<file path="src/rtl/saph_ch_unlerp.sv">
// saph_ch_unlerp: colour channel inverse interpolator.
// Given endpoints from/to and an observed value, produces the 8-bit blend
// coefficient c such that lerp(from, to, c/256) lands on value. Degenerate
// and out-of-range requests are resolved at acceptance; the general case
// runs an 8-step restoring divide, one quotient bit per cycle.
//
// Handshake: a request transfers on the rising edge where in_valid and
// in_ready are both 1; a result transfers on the edge where out_valid and
// out_ready are both 1. in_ready and out_valid are pure decodes of the
// registered state, so neither depends combinationally on any input.
// Once out_valid rises, out_coeff/out_sat hold until the result transfers.
module saph_ch_unlerp (
  input  logic       clk,
  input  logic       rst,
  input  logic       in_valid,
  output logic       in_ready,
  input  logic [7:0] in_from,
  input  logic [7:0] in_to,
  input  logic [7:0] in_value,
  output logic       out_valid,
  input  logic       out_ready,
  output logic [7:0] out_coeff,
  output logic       out_sat
);

  typedef enum logic [1:0] {
    IDLE = 2'd0,
    CALC = 2'd1,
    DONE = 2'd2
  } state_t;

  state_t     state;
  state_t     state_nx;

  logic [8:0] rem;
  logic [7:0] den_mag;
  logic [7:0] quot;
  logic [2:0] step;

  // Request decode: magnitudes and signs of num = value-from, den = to-from.
  logic       num_neg;
  logic       den_neg;
  logic [7:0] num_abs;
  logic [7:0] den_abs;
  logic       special;
  logic [7:0] spec_coeff;
  logic       spec_sat;

  // Single divide step on the current remainder.
  logic [8:0] rem_sh;
  logic       q_bit;
  logic [8:0] rem_nx;
  logic [7:0] quot_nx;

  // Operand magnitudes and the early-out special-case result.
  always_comb begin
    num_neg = (in_value < in_from);
    den_neg = (in_to < in_from);
    num_abs = num_neg ? (in_from - in_value) : (in_value - in_from);
    den_abs = den_neg ? (in_from - in_to) : (in_to - in_from);
    special    = 1'b1;
    spec_coeff = 8'd0;
    spec_sat   = 1'b0;
    if (den_abs == 8'd0) begin
      spec_sat = 1'b1;
    end else if (num_abs == 8'd0) begin
      spec_sat = 1'b0;
    end else if (num_neg != den_neg) begin
      spec_sat = 1'b1;
    end else if (num_abs >= den_abs) begin
      spec_coeff = 8'd255;
      spec_sat   = 1'b1;
    end else begin
      special = 1'b0;
    end
  end

  // Restoring step: shift, trial-subtract, keep the difference if it fits.
  // rem < den_mag <= 255 on entry, so the shifted value fits in 9 bits.
  always_comb begin
    rem_sh  = {rem[7:0], 1'b0};
    q_bit   = (rem_sh >= {1'b0, den_mag});
    rem_nx  = q_bit ? (rem_sh - {1'b0, den_mag}) : rem_sh;
    quot_nx = {quot[6:0], q_bit};
  end

  // State register.
  always_ff @(posedge clk or posedge rst) begin
    if (rst) begin
      state <= IDLE;
    end else begin
      state <= state_nx;
    end
  end

  // Next-state logic.
  always_comb begin
    state_nx = state;
    case (state)
      IDLE: begin
        if (in_valid) begin
          state_nx = special ? DONE : CALC;
        end
      end
      CALC: begin
        if (step == 3'd7) begin
          state_nx = DONE;
        end
      end
      DONE: begin
        if (out_ready) begin
          state_nx = IDLE;
        end
      end
      default: state_nx = IDLE;
    endcase
  end

  // Datapath: capture operands on accept, iterate in CALC, latch the result
  // only on the way into DONE so it stays stable under back-pressure.
  always_ff @(posedge clk or posedge rst) begin
    if (rst) begin
      rem       <= 9'd0;
      den_mag   <= 8'd0;
      quot      <= 8'd0;
      step      <= 3'd0;
      out_coeff <= 8'd0;
      out_sat   <= 1'b0;
    end else begin
      case (state)
        IDLE: begin
          if (in_valid) begin
            if (special) begin
              out_coeff <= spec_coeff;
              out_sat   <= spec_sat;
            end else begin
              rem     <= {1'b0, num_abs};
              den_mag <= den_abs;
              quot    <= 8'd0;
              step    <= 3'd0;
            end
          end
        end
        CALC: begin
          rem  <= rem_nx;
          quot <= quot_nx;
          step <= step + 3'd1;
          if (step == 3'd7) begin
            out_coeff <= quot_nx;
            out_sat   <= 1'b0;
          end
        end
        default: begin
        end
      endcase
    end
  end

  // Handshake flags are decodes of the registered state.
  always_comb begin
    in_ready  = (state == IDLE);
    out_valid = (state == DONE);
  end

endmodule
</file>
<file path="config.mk">
export PLATFORM = sky130hd
export DESIGN_NAME = saph_ch_unlerp
export DESIGN_NICKNAME = d
export VERILOG_FILES = /design/src/rtl/saph_ch_unlerp.sv
export SDC_FILE = /design/constraint.sdc
export NUM_CORES = 1
export LEC_CHECK = 0
export ABC_CLOCK_PERIOD_IN_PS = 3600
export CORE_MARGIN = 4
export CORE_UTILIZATION = 58
export DETAILED_ROUTE_END_ITERATION = 10
export GPL_TIMING_DRIVEN = 0
export PLACE_DENSITY = 0.81
export SLEW_MARGIN = 20
export SYNTH_ARGS = -nofsm -noshare
export SYNTH_HDL_FRONTEND = slang
export SYNTH_SLANG_ARGS = --single-unit
</file>
<file path="constraint.sdc">
create_clock -name clk -period 3.6 [get_ports clk]
set_input_delay 0.72 -clock clk [delete_from_list [all_inputs] [get_ports clk]]
set_output_delay 0.72 -clock clk [all_outputs]
set_load 0.02 [all_outputs]
</file>
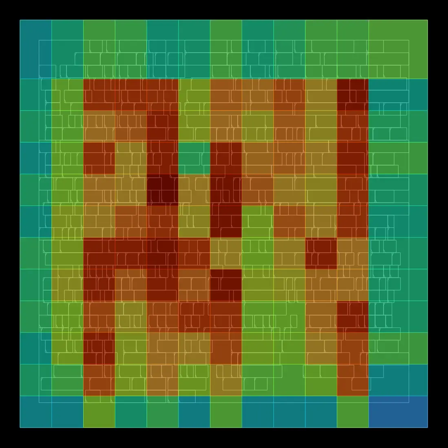
(congestion heat map)
gr busiest metal: met2
Final Util: 77.9%
All-Layer GR Usage: 26.5%
met1 global-route usage: 32.5%

==> impl_metrics.tcl <==
# implementation run metrics
set metrics [dict create \
    status "finished, violations left" \
    violations "setup timing" \
    netlist_area_um2 3780 \
    logic_family "AND-OR/OR-AND gates" \
    synth_top_cell_by_count "inv_1" \
    clockBufferDepth 2 \
    postSynthCellCount 419 \
    finalSetupViolCount 37 \
    adder_share_pct 18.5 \
    logic_area_um2 2910 \
    drc 0 \
    worstPathCellList "buf_12 -> inv_12 -> ha_4 -> inv_2 -> fa_2 -> a211o_1 -> a211o_4 -> nand2_4 -> mux2_4 -> o21a_1 -> or2_4 -> ha_4 -> nor3_4 -> o21ai_2 -> a21oi_2 -> buf_4 -> and3_4 -> o21ai_4 -> o221a_2" \
    via_count 3504 \
    tightestPinTransition_ps 714 \
    pg_seq_w 0.000785 \
    fp_nets 500 \
    xor_area_share_pct 2.32 \
    yosysWarnings 0 \
    fp-utilization_pct 59.5 \
    antennaDiodeCount 0 \
    p_seq_share_pct 22.8 \
    warning_count 44 \
    grt_max_degree 38 \
    post_cts_resized 73 \
    finalPower_w 0.00345 \
    dieHeight_um 88.7 \
    synth_cell_type_count 63 \
    worst_setup_path_end_kind "flip-flop" \
    wl_met3_um 408 \
    pg_clk_w 0.000442 \
    synth-main-ff-cell "dfrtp_1" \
    insertion_delay_ps 300 \
    top_power_group "combinational cells" \
    clk_pin_slew_ps 80 \
    ir_worst_vdd_mv 0.695 \
    seq_area_um2 926 \
    routed.top_layer "met4" \
    fmax_mhz 240 \
    cp-endpoint "out_coeff[7]" \
    yosys.stat.seqShare_pct 24.5 \
    drv_cap 0 \
    hpwl_mm 7.19 \
    clock-root-buffer "clkbuf_8" \
    cts_setup_buffers 19 \
    critPathLaunch "in_to[0]" \
    clock_area_share_pct 2.78 \
    core_area_um2 6350 \
    cts_sinks 37 \
    path_depth 19 \
    yosys.area_share.simple_pct 14.2 \
    path_buffers 4 \
    p_leak_nw 2.35 \
    syn_to_final_growth_pct 30.9 \
    place_inst 534 \
    ant_nets 0 \
    lay_top_cells "44 x inv_1, 37 x dfrtp_1, 36 x ha_1" \
    crit_family "AND-OR/OR-AND gates" \
    maxSlewViolCount 0 \
    ctsHtreeMaxLevel 2 \
    relSlewSlack_pct 52.3 \
    ioPinCount 39 \
    grt_setup_unrepaired "yes" \
    inverters 54 \
    routed_wl_mm 10.2 \
    placement.cell_area_um2 4390 \
    place.gp.congestion 0.884 \
    syn_avg_cell_area_um2 9.02 \
    fin_ws_ps -560 \
    top_area_cell "dfrtp_1" \
    wl_per_cell_um 18.0 \
    combPwrFrac_pct 64.4 \
    reg2reg_depth 11 \
    overflow 0 \
    seq_share_pct 18.7 \
    pre_cts_ws_ps -1640 \
    cp-start-kind "primary input" \
    mux_area_share_pct 7.45 \
    synth_async_sr_flop_share_pct 100 \
    area_leaders "dfrtp_1 25%, ha_1 16%, mux2i_1 5.6%" \
    num-fill-cells 451 \
    path_class "in2reg" \
    via_per_inst 6.20 \
    holdCritPathClass "reg2reg" \
    grt_pass1_vias 3517 \
    p_comb_w 0.00222 \
    reg.largest.list "den_mag: 8 flops, out_coeff: 8 flops, rem: 8 flops" \
    edf_count 0 \
    first_pass_iters 5 \
    min_to "den_mag[3]" \
    min_delay_path_depth 2 \
    regToRegSetupSlack_ps 760 \
    arrival_ps 4350 \
    die_x_um 88.7 \
    drive_above_1_share_pct 26.2 \
    cp.required_ps 3790 \
    die_area_um2 7870 \
    r2r_start "den_mag[1]" \
    drt-initial-drc-count 167 \
    critPathMaxFanout 5 \
    fin_crit_ps 4160 \
    n_all_buffers 73 \
    min_from "den_mag[3]" \
    flops 37 \
    numSynthFlops 37 \
    met2_usage_pct 45.6 \
    p_per_area_nw_per_um2 697 \
    wl_met2_mm 5.05 \
    power_frac_clock_pct 12.8 \
    n_tap_cell 77 \
    swShare_pct 43.3 \
    tns_ps -16880 \
    power_switching_w 0.00149 \
    max_stage_delay_ps 370 \
    internal-power_w 0.00196 \
    cts_buffers 5 \
    cp_common_cell "ha_4" \
    gr-usage-met3_pct 2.79 \
    synth.top_cell.area_share_pct 24.5 \
    postLayoutCellArea_um2 4940 \
    layout.nets 568 \
    routedLengthMet1_mm 4.28 \
    top_area_cell_class "multi-input combinational cells" \
    critPathSlowestCell "fa_2" \
    holdBufCountCts 0 \
    grt_pass1_wl_mm 16.4 \
    cts_tree "built" \
    compound_area_share_pct 25.2 \
    yosys-top-cells-count "54 x inv_1, 48 x ha_1, 37 x dfrtp_1" \
    reg2reg_to "rem[1]" \
    ys_cells 419 \
    n_clock_buffer 5 \
    hold_viol 0 \
    ys_chip_area_um2 3780 \
    antenna_found_initial 0 \
    holdWs_ps 495 \
    num-multi-input-gates 316 \
]
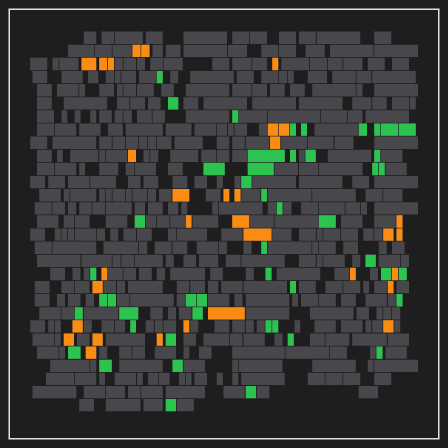
(selected gate families)
Key: green = NAND gates [cells 48, most used nand2_1]; orange = NOR gates [cells 32, most used nor2_1, where spread over the die]
Top cell excl fill/tap: inv_1
logic share of the area: 58.9%
fin cells: 565

